$ cat src/rtl/seeg_ctrl_regs.sv
// Host-writable shadow/active parameter bank and command sequencer for the seeg stimulation core.
// Command writes are validated, optionally committed to the active set, then fan out into fixed-width pulses.
module seeg_ctrl_regs #(
    parameter int unsigned PULSE_CYCLES = 80
) (
    input  logic        clk,
    input  logic        rst,
    input  logic        wr_valid,
    input  logic [3:0]  wr_addr,
    input  logic [15:0] wr_data,
    output logic        wr_ready,
    input  logic        stim_busy,
    output logic [15:0] stim_pulse_length,
    output logic [15:0] stim_inter_bipulse_delay,
    output logic [15:0] stim_inter_pulse_delay,
    output logic [15:0] stim_inter_train_delay,
    output logic [15:0] stim_bipulses_per_train_count,
    output logic [15:0] stim_train_count,
    output logic [15:0] stim_charge_recovery_time,
    output logic [15:0] stim_mask_channel_positive,
    output logic [15:0] stim_mask_channel_negative,
    output logic [15:0] stim_current_step_size,
    output logic [15:0] stim_mask_probe_select,
    output logic [7:0]  stim_pulse_magnitude,
    output logic [1:0]  zcheck_scale,
    output logic        stim_rising_edge_first,
    output logic        stim_bipolar_mode,
    output logic        loopback_mode,
    output logic        record_start,
    output logic        record_stop,
    output logic        zcheck_start,
    output logic        stim_finite_mode_start,
    output logic        stim_infinite_mode_start,
    output logic        stim_infinite_mode_stop,
    output logic [3:0]  err
);

    typedef enum logic [1:0] {IDLE, CHECK, APPLY, PULSE} state_t;

    typedef struct packed {
        logic [15:0] pulse_length;
        logic [7:0]  magnitude;
        logic [15:0] inter_bipulse;
        logic [15:0] inter_pulse;
        logic [15:0] inter_train;
        logic [15:0] bipulses;
        logic [15:0] train_count;
        logic [15:0] charge_recovery;
        logic [15:0] mask_pos;
        logic [15:0] mask_neg;
        logic [15:0] step_size;
        logic        loopback;
        logic        bipolar;
        logic        rising_edge;
        logic [15:0] probe_select;
        logic [1:0]  zcheck_scale;
    } params_t;

    localparam params_t RST_PARAMS = '{
        pulse_length:    16'd1,
        magnitude:       8'd100,
        inter_bipulse:   16'd1,
        inter_pulse:     16'd1,
        inter_train:     16'd12,
        bipulses:        16'd4,
        train_count:     16'd4,
        charge_recovery: 16'd8,
        mask_pos:        16'h0080,
        mask_neg:        16'h8000,
        step_size:       16'd2,
        loopback:        1'b0,
        bipolar:         1'b1,
        rising_edge:     1'b1,
        probe_select:    16'h9AF0,
        zcheck_scale:    2'd3
    };

    localparam logic [7:0] PULSE_LOAD = 8'(PULSE_CYCLES);

    state_t      state_q, state_d;
    params_t     shadow_q, shadow_d;
    params_t     active_q, active_d;
    logic [3:0]  err_q, err_d;
    logic [7:0]  cmd_q, cmd_d;
    logic [5:0]  pend_q, pend_d;
    logic [7:0]  cnt_q, cnt_d;

    logic        conflict;
    logic        invalid;
    logic        apply_rej;
    logic        start_drop;
    logic [5:0]  surv;

    always_ff @(posedge clk or posedge rst) begin
        if (rst) begin
            state_q  <= IDLE;
            shadow_q <= RST_PARAMS;
            active_q <= RST_PARAMS;
            err_q    <= '0;
            cmd_q    <= '0;
            pend_q   <= '0;
            cnt_q    <= '0;
        end else begin
            state_q  <= state_d;
            shadow_q <= shadow_d;
            active_q <= active_d;
            err_q    <= err_d;
            cmd_q    <= cmd_d;
            pend_q   <= pend_d;
            cnt_q    <= cnt_d;
        end
    end

    always_comb begin
        state_d    = state_q;
        shadow_d   = shadow_q;
        active_d   = active_q;
        err_d      = err_q;
        cmd_d      = cmd_q;
        pend_d     = pend_q;
        cnt_d      = cnt_q;
        apply_rej  = 1'b0;
        start_drop = 1'b0;
        surv       = '0;

        conflict = (cmd_q[1] & cmd_q[2]) | (cmd_q[4] & cmd_q[5]) | (cmd_q[5] & cmd_q[6]);
        invalid  = (shadow_q.pulse_length == 16'd0) || (shadow_q.bipulses == 16'd0) ||
                   (shadow_q.train_count == 16'd0) || (shadow_q.step_size > 16'd15) ||
                   ((shadow_q.mask_pos & shadow_q.mask_neg) != 16'd0);

        case (state_q)
            IDLE: begin
                if (wr_valid) begin
                    case (wr_addr)
                        4'h0: shadow_d.pulse_length    = wr_data;
                        4'h1: shadow_d.magnitude       = wr_data[7:0];
                        4'h2: shadow_d.inter_bipulse   = wr_data;
                        4'h3: shadow_d.inter_pulse     = wr_data;
                        4'h4: shadow_d.inter_train     = wr_data;
                        4'h5: shadow_d.bipulses        = wr_data;
                        4'h6: shadow_d.train_count     = wr_data;
                        4'h7: shadow_d.charge_recovery = wr_data;
                        4'h8: shadow_d.mask_pos        = wr_data;
                        4'h9: shadow_d.mask_neg        = wr_data;
                        4'hA: shadow_d.step_size       = wr_data;
                        4'hB: {shadow_d.loopback, shadow_d.bipolar, shadow_d.rising_edge} = wr_data[2:0];
                        4'hC: shadow_d.probe_select    = wr_data;
                        4'hD: shadow_d.zcheck_scale    = wr_data[1:0];
                        4'hE: err_d[0]                 = 1'b1;
                        default: begin
                            cmd_d   = wr_data[7:0];
                            state_d = CHECK;
                        end
                    endcase
                end
            end
            CHECK: begin
                if (cmd_q[7]) begin
                    err_d = '0;
                end
                if (conflict) begin
                    err_d[3] = 1'b1;
                    pend_d   = '0;
                    state_d  = IDLE;
                end else begin
                    if (cmd_q[0]) begin
                        if (invalid) begin
                            err_d[1]  = 1'b1;
                            apply_rej = 1'b1;
                        end else if (stim_busy) begin
                            err_d[2]  = 1'b1;
                            apply_rej = 1'b1;
                        end
                    end
                    // A rejected apply takes its starts down with it without a second error flag.
                    if (cmd_q[4] | cmd_q[5]) begin
                        if (apply_rej) begin
                            start_drop = 1'b1;
                        end else if (stim_busy) begin
                            err_d[2]   = 1'b1;
                            start_drop = 1'b1;
                        end
                    end
                    surv   = {cmd_q[6], cmd_q[5] & ~start_drop, cmd_q[4] & ~start_drop,
                              cmd_q[3], cmd_q[2], cmd_q[1]};
                    pend_d = surv;
                    if (cmd_q[0] && !apply_rej) begin
                        active_d = shadow_q;
                        state_d  = APPLY;
                    end else if (surv != '0) begin
                        cnt_d   = PULSE_LOAD;
                        state_d = PULSE;
                    end else begin
                        state_d = IDLE;
                    end
                end
            end
            APPLY: begin
                if (pend_q != '0) begin
                    cnt_d   = PULSE_LOAD;
                    state_d = PULSE;
                end else begin
                    state_d = IDLE;
                end
            end
            PULSE: begin
                if (cnt_q <= 8'd1) begin
                    cnt_d   = '0;
                    pend_d  = '0;
                    state_d = IDLE;
                end else begin
                    cnt_d = cnt_q - 8'd1;
                end
            end
            default: state_d = IDLE;
        endcase
    end

    assign wr_ready = (state_q == IDLE);
    assign err      = err_q;

    assign record_start             = (state_q == PULSE) & pend_q[0];
    assign record_stop              = (state_q == PULSE) & pend_q[1];
    assign zcheck_start             = (state_q == PULSE) & pend_q[2];
    assign stim_finite_mode_start   = (state_q == PULSE) & pend_q[3];
    assign stim_infinite_mode_start = (state_q == PULSE) & pend_q[4];
    assign stim_infinite_mode_stop  = (state_q == PULSE) & pend_q[5];

    assign stim_pulse_length             = active_q.pulse_length;
    assign stim_pulse_magnitude          = active_q.magnitude;
    assign stim_inter_bipulse_delay      = active_q.inter_bipulse;
    assign stim_inter_pulse_delay        = active_q.inter_pulse;
    assign stim_inter_train_delay        = active_q.inter_train;
    assign stim_bipulses_per_train_count = active_q.bipulses;
    assign stim_train_count              = active_q.train_count;
    assign stim_charge_recovery_time     = active_q.charge_recovery;
    assign stim_mask_channel_positive    = active_q.mask_pos;
    assign stim_mask_channel_negative    = active_q.mask_neg;
    assign stim_current_step_size        = active_q.step_size;
    assign loopback_mode                 = active_q.loopback;
    assign stim_bipolar_mode             = active_q.bipolar;
    assign stim_rising_edge_first        = active_q.rising_edge;
    assign stim_mask_probe_select        = active_q.probe_select;
    assign zcheck_scale                  = active_q.zcheck_scale;

endmodule

$ cat config.mk
export PLATFORM = sky130hd
export DESIGN_NAME = seeg_ctrl_regs
export DESIGN_NICKNAME = d
export VERILOG_FILES = /design/src/rtl/seeg_ctrl_regs.sv
export SDC_FILE = /design/constraint.sdc
export NUM_CORES = 1
export LEC_CHECK = 0
export ABC_AREA = 1
export ABC_CLOCK_PERIOD_IN_PS = 29200
export CAP_MARGIN = 20
export CORE_ASPECT_RATIO = 1.75
export CORE_MARGIN = 2
export CORE_UTILIZATION = 36
export DETAILED_ROUTE_END_ITERATION = 12
export PLACE_DENSITY = 0.62
export SETUP_SLACK_MARGIN = 0.2
export SLEW_MARGIN = 20
export SYNTH_ARGS = -nofsm -noshare
export SYNTH_HDL_FRONTEND = slang
export SYNTH_SLANG_ARGS = --single-unit
$ cat constraint.sdc
create_clock -name clk -period 29.2 [get_ports clk]
set_input_delay 5.84 -clock clk [delete_from_list [all_inputs] [get_ports clk]]
set_output_delay 5.84 -clock clk [all_outputs]
set_load 0.1 [all_outputs]
==> impl_metrics.toml, run 1 <==
# yosys + openroad results
[setup_path]
cp_max_fo = 9
r2r_end = "stim_inter_pulse_delay[3]"

[yosys]
yosysCellCount = 1362
fp_nets = 1388
area_leaders = "dfrtp_1 (56%), dfstp_2 (8.6%), mux2_4 (8.5%), nand2_1 (7.3%), o21ai_0 (6.7%)"
synthArstFlopShare_pct = 100.0
synth-main-ff-cell = "dfrtp_1"

[power]
netSwitchingFraction_pct = 21.84
total_power_mw = 1.098

[detailed_routing]
wl_met3_um = 2097

[grt]
overflow = 0
grt_pass1_vias = 10740
grt_pass1_wl_um = 63580

[placed_design]
hpwl_um = 26700

[floorplanning]
core-area_um2 = 44030
die_width_um = 163.0
rows = 102
initCoreUtil_pct = 36.19

[cts]
numClockSinks = 406
cts_made_buffers = 37
htree_levels = 2

[outcome]
status = "completed"

[final_timing]
layout_min_cycle_time_ps = 8370
rsz0062_at_grt = "false"

[layout]
largest_register_ffs = 189
drive_gt1_share_pct = 19.96
==> run 1: cell type report <==
type / instances / area, um^2 / area share, %
inverter: 73 / 281.5 / 1.414
tap: 572 / 715.7 / 3.594
sequential: 406 / 10220 / 51.35
timing repair buffer: 231 / 2345 / 11.78
multi-input combinational: 810 / 5099 / 25.61
clock buffer: 54 / 1082 / 5.435
clock inverter: 14 / 163.9 / 0.8232
==> run 1: stage by stage <==
stage                     setup slack [ps]  utilization, %  instances  area (um^2)
after global routing                 20710           45.22       2160        19910
after floorplan                      12150               -       1362        15940
after CTS                            20810           45.13       2159        19870
after detailed placement             20510           42.30       2091        18620
after global placement               20560           42.25       2089        18600
final                                20830           45.22       2160        19910
==> run 1: kinds of logic (layout without fill, tap and decap cells) <==
kind of cell             after synthesis  count (layout)  synth area share, %
multiplexers                         169             169                14.06
flip-flops                           406             406                64.16
adder cells (fa/ha/maj)                2               2               0.1570
AND-OR/OR-AND                        226             226                7.207
buffers and inverters                146             372                3.996
XOR/XNOR                               2               2               0.1099
AND/OR/NAND/NOR                      411             411                10.31
==> run 1: cell usage in the layout, fill, tap and decap left out, types with 2 or more instances in the layout <==
cell             Yosys  routed
buf_12               0       2
buf_6               10       2
xor2_1               2       2
clkinvlp_4           0       3
clkbuf_8             0       5
buf_4                0       3
nand3_1             17      14
clkdlybuf4s50_1      0     223
dfrtp_1            354     354
inv_6                0       2
nor3_2               2       2
o21ai_1              2       2
a21oi_1              4       4
inv_2               16      16
o22ai_1              5       5
clkbuf_16            0      39
nor2_1              61      61
dfstp_2             52      52
ha_1                 2       2
nand4_1              7       7
bufinv_16            0       3
nand2_1            311     311
clkbuf_1            52      10
clkinv_2             0       5
mux2_2              79      79
nor4_1               4       4
inv_1               56      55
or2_2                4       4
nand3_2              0       3
o21ai_0            212     212
mux2_4              90      90
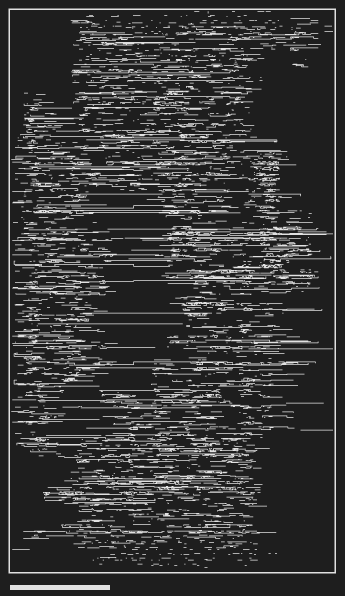
**Above:** run 1 (met1 routing).
Bar = 50 um.
nets with wire on the layer: 1430
wire length on this layer: 16400 um
longest straight run: 75.4 um
main direction: horizontal
Post-Route WL: 41170 um
met1 global-route usage: 21.75%
via count: 10280

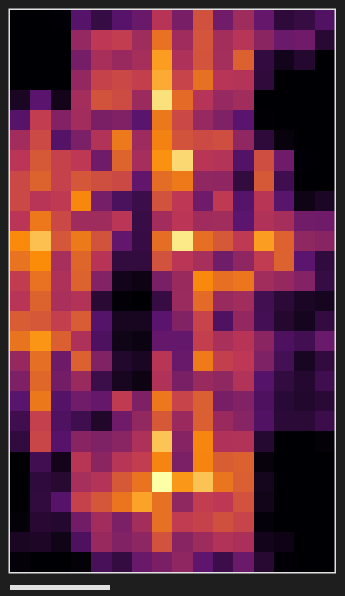
**Above:** run 1 (wiring heat map).
Bar = 50 um. The die is cut into 16 by 28 equal tiles; black is low, pale yellow is high, scaled to the fullest tile. Values are wire area over tile area, all layers added.
emptiest ninth of the die: south-east
tiles over half the peak: 28%
fullest tile: 0.41
nearly empty tiles: 14%
mean over tiles: 0.14
GRT Overall Usage: 18.23%
Avg WL per Cell: 19.06 um

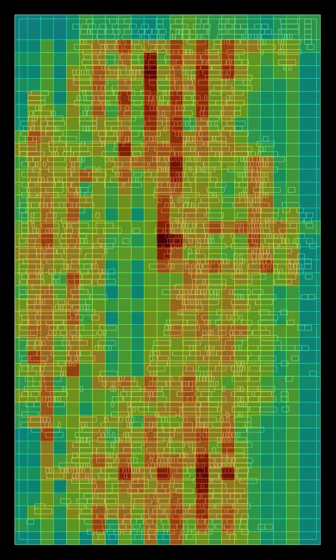
**Above:** run 1 (routing congestion map).
GRT Max-Usage Layer: met2
utilization after layout: 45.22%
GR met3 Demand/Resource: 3.842%
met2 Track Usage GR: 32.26%

**Run 1: met2 routing**

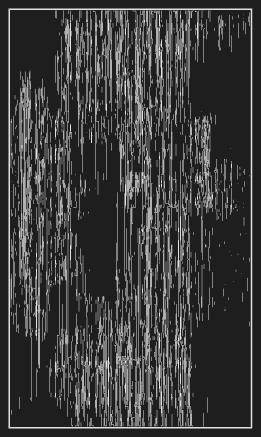

==> run 2, diff against run 1 <==
--- a/config.mk
+++ b/config.mk
@@ -6,13 +6,13 @@
 export NUM_CORES = 1
 export LEC_CHECK = 0
 export ABC_AREA = 1
-export ABC_CLOCK_PERIOD_IN_PS = 29200
+export ABC_CLOCK_PERIOD_IN_PS = 7500
 export CAP_MARGIN = 20
 export CORE_ASPECT_RATIO = 1.75
 export CORE_MARGIN = 2
 export CORE_UTILIZATION = 36
 export DETAILED_ROUTE_END_ITERATION = 12
-export PLACE_DENSITY = 0.62
+export PLACE_DENSITY = 0.64
 export SETUP_SLACK_MARGIN = 0.2
 export SLEW_MARGIN = 20
 export SYNTH_ARGS = -nofsm -noshare
==> constraint.sdc (replaced) <==
create_clock -name clk -period 7.5 [get_ports clk]
set_input_delay 1.5 -clock clk [delete_from_list [all_inputs] [get_ports clk]]
set_output_delay 1.5 -clock clk [all_outputs]
set_load 0.1 [all_outputs]
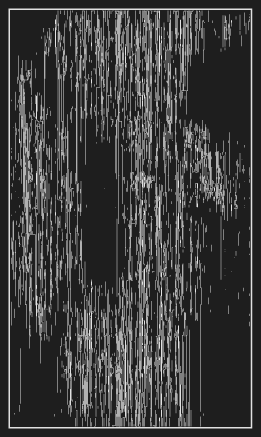
**Above:** run 2 (met2 routing).
main direction: vertical
wire length on this layer: 21.5 mm
nets with wire on the layer: 1335
share of all routed wire: 52%
Post-Route WL: 41580 um
via count: 10370

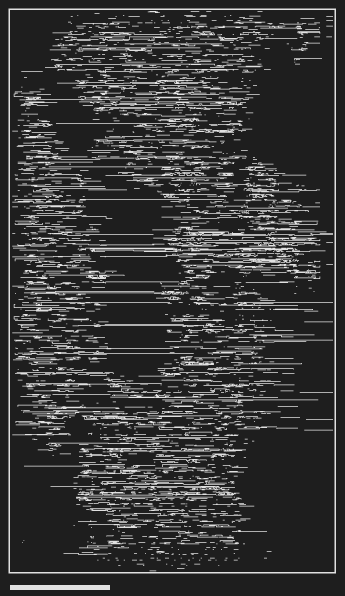
**Above:** run 2 (met1 routing).
Bar = 50 um.
met1 global-route usage: 21.83%

==> run 2 against run 1 <==
Cell area is 0.35% higher. Final cell count is 0.23% higher. Sequential cell count stayed put. Via count is 0.80% higher. Global-route usage is 0.12 points lower. Non-clock buffer count is 2 higher. Hold slack better by 8.5 ps. Setup slack worse by 17000 ps. Critical path depth is 3 higher. Wire length is 0.99% higher. Die area stayed put.
==> impl_metrics.toml, run 2 <==
# yosys + openroad results
[placed_design]
place_ws_ps = 2898
hpwl_um = 27650
io_buffer_count = 223
placed_cells = 2093
placedInstanceArea_um2 = 18640

[grt]
grt_util_all_layers_pct = 18.10
grt_pass1_wl_um = 62730
grt_pass1_vias = 10320

[cts]
cts_made_buffers = 39
insertion_delay_ps = 540
numClockSinks = 406
ctsHoldBuffers = 0
htree_levels = 2

[detailed_routing]
avgRoutedWirePerCell_um = 19.20
ant_nets = 0

[power]
power_density_nw_per_um2 = 217.8
total_power_mw = 4.351
leakagePower_nw = 9.525

[yosys]
synthArstFlopShare_pct = 100.0
yosysCellCount = 1362
fp_nets = 1388
edf_count = 0
top_cell = "dfrtp_1"
area_leaders = "dfrtp_1 (56%), dfstp_2 (8.6%), mux2_4 (8.5%), nand2_1 (7.3%), o21ai_0 (6.7%)"
synth-main-ff-cell = "dfrtp_1"

[final_timing]
layout_min_cycle_time_ps = 4036
fmax_mhz = 247.8
setup_ws_ps = 3464
rsz0062_at_grt = "false"

[floorplanning]
core-area_um2 = 44030
initCoreUtil_pct = 36.19
rows = 102
die_width_um = 163.0

[outcome]
status = "completed"

[layout]
layout_top_cell = "dfrtp_1"
lay_top_cells = "dfrtp_1 (354), nand2_1 (311), clkdlybuf4s50_1 (223)"
stdcell_count = 2165
largest_register_ffs = 189
fin_util_pct = 45.38
drive_gt1_share_pct = 20.15
nets = 1589

[setup_path]
cp_max_fo = 49
r2r_end = "stim_mask_channel_negative[11]"
-- run 2: cell type report --
class / count / area [um^2]
repair buffers: 233 / 2344
flip-flops and latches: 406 / 10220
clock buffers: 60 / 1187
fillers: 4042 / 24050
clock inverters: 11 / 138.9
inverters: 73 / 277.8
well taps: 572 / 715.7
multi-input cells: 810 / 5094
-- run 2: worst max-delay path by stage --
stage | from | to | slack [ps] | depth (start not counted)
final | stim_busy | stim_mask_channel_negative[11] | 3460 | 6
after global routing | state_q[1] | record_start | 3330 | 3
after global placement | stim_busy | stim_mask_channel_negative[12] | 2900 | 6
after detailed placement | stim_busy | stim_charge_recovery_time[6] | 2900 | 6
after floorplan | rst | cmd_q[0] | 570 | 1
after CTS | stim_busy | stim_bipulses_per_train_count[3] | 3440 | 6
-- run 2: cell families after synthesis --
family / count (synthesis) / share of synthesized area, %
buffers and inverters: 146 / 3.996
flip-flops: 406 / 64.16
XOR/XNOR: 2 / 0.1099
multiplexers: 169 / 14.06
AND-OR/OR-AND: 226 / 7.207
AND/OR/NAND/NOR: 411 / 10.31
adder cells (fa/ha/maj): 2 / 0.1570
-- run 2: worst max-delay path: stages --
cell and delay [ps]:
clkdlybuf4s50_1 490, nor2_1 90, nand4_4 440, buf_4 770, buf_4 720, mux2_4 360
-- run 2: per-layer routing --
layer / wire length, um / vias up / global-route usage [%]
met5: 31 / - / 0
met4: 1550 / 4 / 7.375
met3: 2035 / 83 / 3.680
met2: 21460 / 247 / 31.53
met1: 16490 / 5167 / 21.83
li1: - / 4865 / -
-- run 2: where the power goes --
part	leakage [nW]	switching, mW	internal (mW)
sequential	5.42	0.00705	2.20
combinational	3.45	0.0930	0.0220
clock	0.649	0.829	1.20
**Run 2: cell density map**

Bar = 50 um. The die is cut into 16 by 28 equal tiles; black is low, pale yellow is high, 0 to 100% covered.
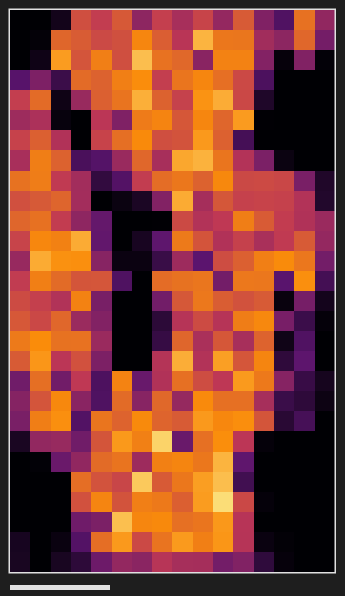

==> run 3, diff against run 2 <==
--- a/config.mk
+++ b/config.mk
@@ -6,13 +6,13 @@
 export NUM_CORES = 1
 export LEC_CHECK = 0
 export ABC_AREA = 1
-export ABC_CLOCK_PERIOD_IN_PS = 7500
+export ABC_CLOCK_PERIOD_IN_PS = 4100
 export CAP_MARGIN = 20
 export CORE_ASPECT_RATIO = 1.75
 export CORE_MARGIN = 2
 export CORE_UTILIZATION = 36
 export DETAILED_ROUTE_END_ITERATION = 12
-export PLACE_DENSITY = 0.64
+export PLACE_DENSITY = 0.62
 export SETUP_SLACK_MARGIN = 0.2
 export SLEW_MARGIN = 20
 export SYNTH_ARGS = -nofsm -noshare
==> constraint.sdc (replaced) <==
create_clock -name clk -period 4.1 [get_ports clk]
set_input_delay 0.82 -clock clk [delete_from_list [all_inputs] [get_ports clk]]
set_output_delay 0.82 -clock clk [all_outputs]
set_load 0.1 [all_outputs]
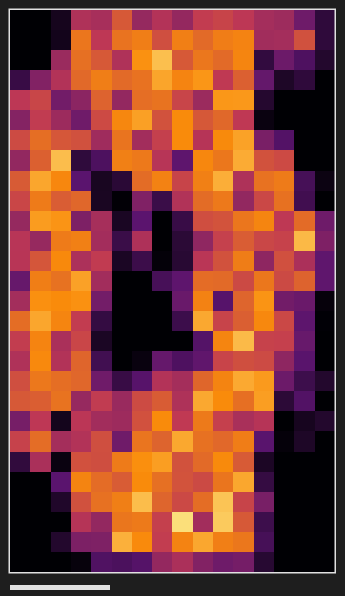
**Above:** run 3 (cell density map).
Bar = 50 um. The die is cut into 16 by 28 equal tiles; black is low, pale yellow is high, 0 to 100% covered.
nearly empty tiles: 17%
tiles over 75% full: 8.0%
mean over tiles: 42%
fullest tile: 93%
fp util: 36.19%
core area: 44030 um^2
utilization after layout: 45.44%

==> run 3 against run 2 <==
Hold slack got worse by 3.0 ps. Clock-buffer cell count is 7 lower. Setup slack worse by 2700 ps. Synthesized area unchanged. Combinational power is about 90% higher. Synthesized cell count unchanged. Via count rose by 0.55%. Highest routed layer unchanged.
==> impl_metrics.toml, run 3 <==
# yosys + openroad results
[outcome]
status = "completed"

[yosys]
area_leaders = "dfrtp_1 (56%), dfstp_2 (8.6%), mux2_4 (8.5%), nand2_1 (7.3%), o21ai_0 (6.7%)"
synth-main-ff-cell = "dfrtp_1"
yosysCellCount = 1362
top_cell = "dfrtp_1"
fp_nets = 1388
synthArstFlopShare_pct = 100.0

[cts]
cts_made_buffers = 38
htree_levels = 2
numClockSinks = 406
insertion_delay_ps = 540

[floorplanning]
die_width_um = 163.0
rows = 102

[grt]
grt_pass1_wl_um = 62210
grt_pass1_vias = 10340

[power]
leakagePower_nw = 9.533
power_density_nw_per_um2 = 389.6

[setup_path]
cp_slowest_stage_delay_ps = 1140
critPathLaunch = "state_q[1]"
crit_path_cell_trace = "nand2_1, nor2_1, clkdlybuf4s50_1"
cp_max_fo = 9

[final_timing]
rsz0062_at_grt = "false"
fmax_mhz = 299.9
setup_ws_ps = 765.7

[layout]
drive_gt1_share_pct = 20.66
lay_top_cells = "dfrtp_1 (354), nand2_1 (311), clkdlybuf4s50_1 (223)"
nets = 1598
largest_register_ffs = 189
comb_area_um2 = 5084
stdcell_count = 2175

[placed_design]
io_buffer_count = 223
placedInstanceArea_um2 = 18750

[detailed_routing]
ant_nets = 0
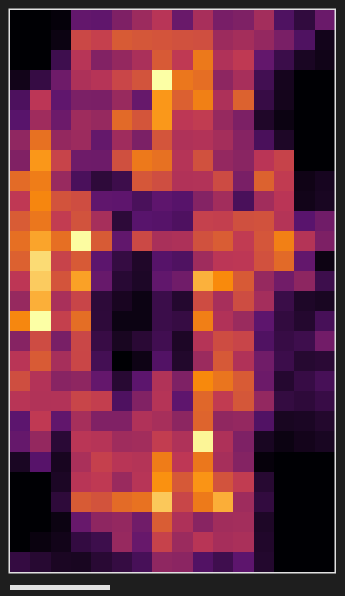
**Above:** run 3 (wiring heat map).
Bar = 50 um. The die is cut into 16 by 28 equal tiles; black is low, pale yellow is high, scaled to the fullest tile. Values are wire area over tile area, all layers added.
mean over tiles: 0.14
tiles over half the peak: 28%
fullest tile: 0.40
emptiest ninth of the die: south-east
nearly empty tiles: 9.8%
Avg WL per Cell: 18.86 um
Post-Route WL: 41020 um
GRT Overall Usage: 17.76%
via count: 10420

## run 3: cell counts after synthesis
Identical to the previous run, type by type.
## run 3: cell families after synthesis
kind of cell               share of synthesized area [%]
AOI/OAI and AO/OA                                  7.207
xor gates and xnor gates                          0.1099
adders and majority gates                         0.1570
buffers and inverters                              3.996
DFF                                                64.16
muxes                                              14.06
and+or+nand+nor                                    10.31
## run 3: critical path: cells and delay by family (launching register included)
family | cells | cell delay [ps]
buffers and inverters | 1 | 1140
DFF | 1 | 440
and+or+nand+nor | 2 | 410
## run 3: stage by stage
step,util [%],hold slack [ps]
global route,45.43,494.7
floorplan,-,449.2
global placement,42.58,452.2
detailed placement,42.58,455.8
CTS,45.43,473.1
finish,45.44,470.3
## run 3: layer usage
layer | vias up | global-route usage, % | wire (um)
met5 | - | 0 | 26
li1 | 4881 | - | -
met4 | 4 | 5.060 | 930
met1 | 5233 | 21.14 | 16260
met3 | 55 | 3.534 | 2027
met2 | 250 | 32.36 | 21780
## run 3: path summary, 6_finish.rpt
check	to	slack, ps	cells after the start
setup / recovery	zcheck_start	770	3
hold / removal	stim_current_step_size[14]	470	2
setup reg to reg	stim_inter_pulse_delay[3]	1080	10
hold reg to reg	stim_current_step_size[14]	470	2
max in group asynchronous	stim_pulse_length[13]	2330	3
min in group asynchronous	shadow_q[21]	710	2
## run 3: cell type report
class                           instances  share of cell area [%]
Tap cell                              572                   3.577
Timing Repair Buffer                  243                   12.22
Clock inverter                         17                  0.6755
Antenna cell                            1                 0.01251
Inverter                               73                   1.388
Multi-Input combinational cell        810                   25.41
Sequential cell                       406                   51.11
Clock buffer                           53                   5.604
## run 3: power breakdown
group / switching, mW / leakage, nW / internal [mW]
logic: 0.171 / 3.51 / 0.0467
registers: 0.0129 / 5.42 / 4.03
clock network: 1.54 / 0.601 / 2.00
Power figures rest on the tool's default switching activity, not on a simulated workload.
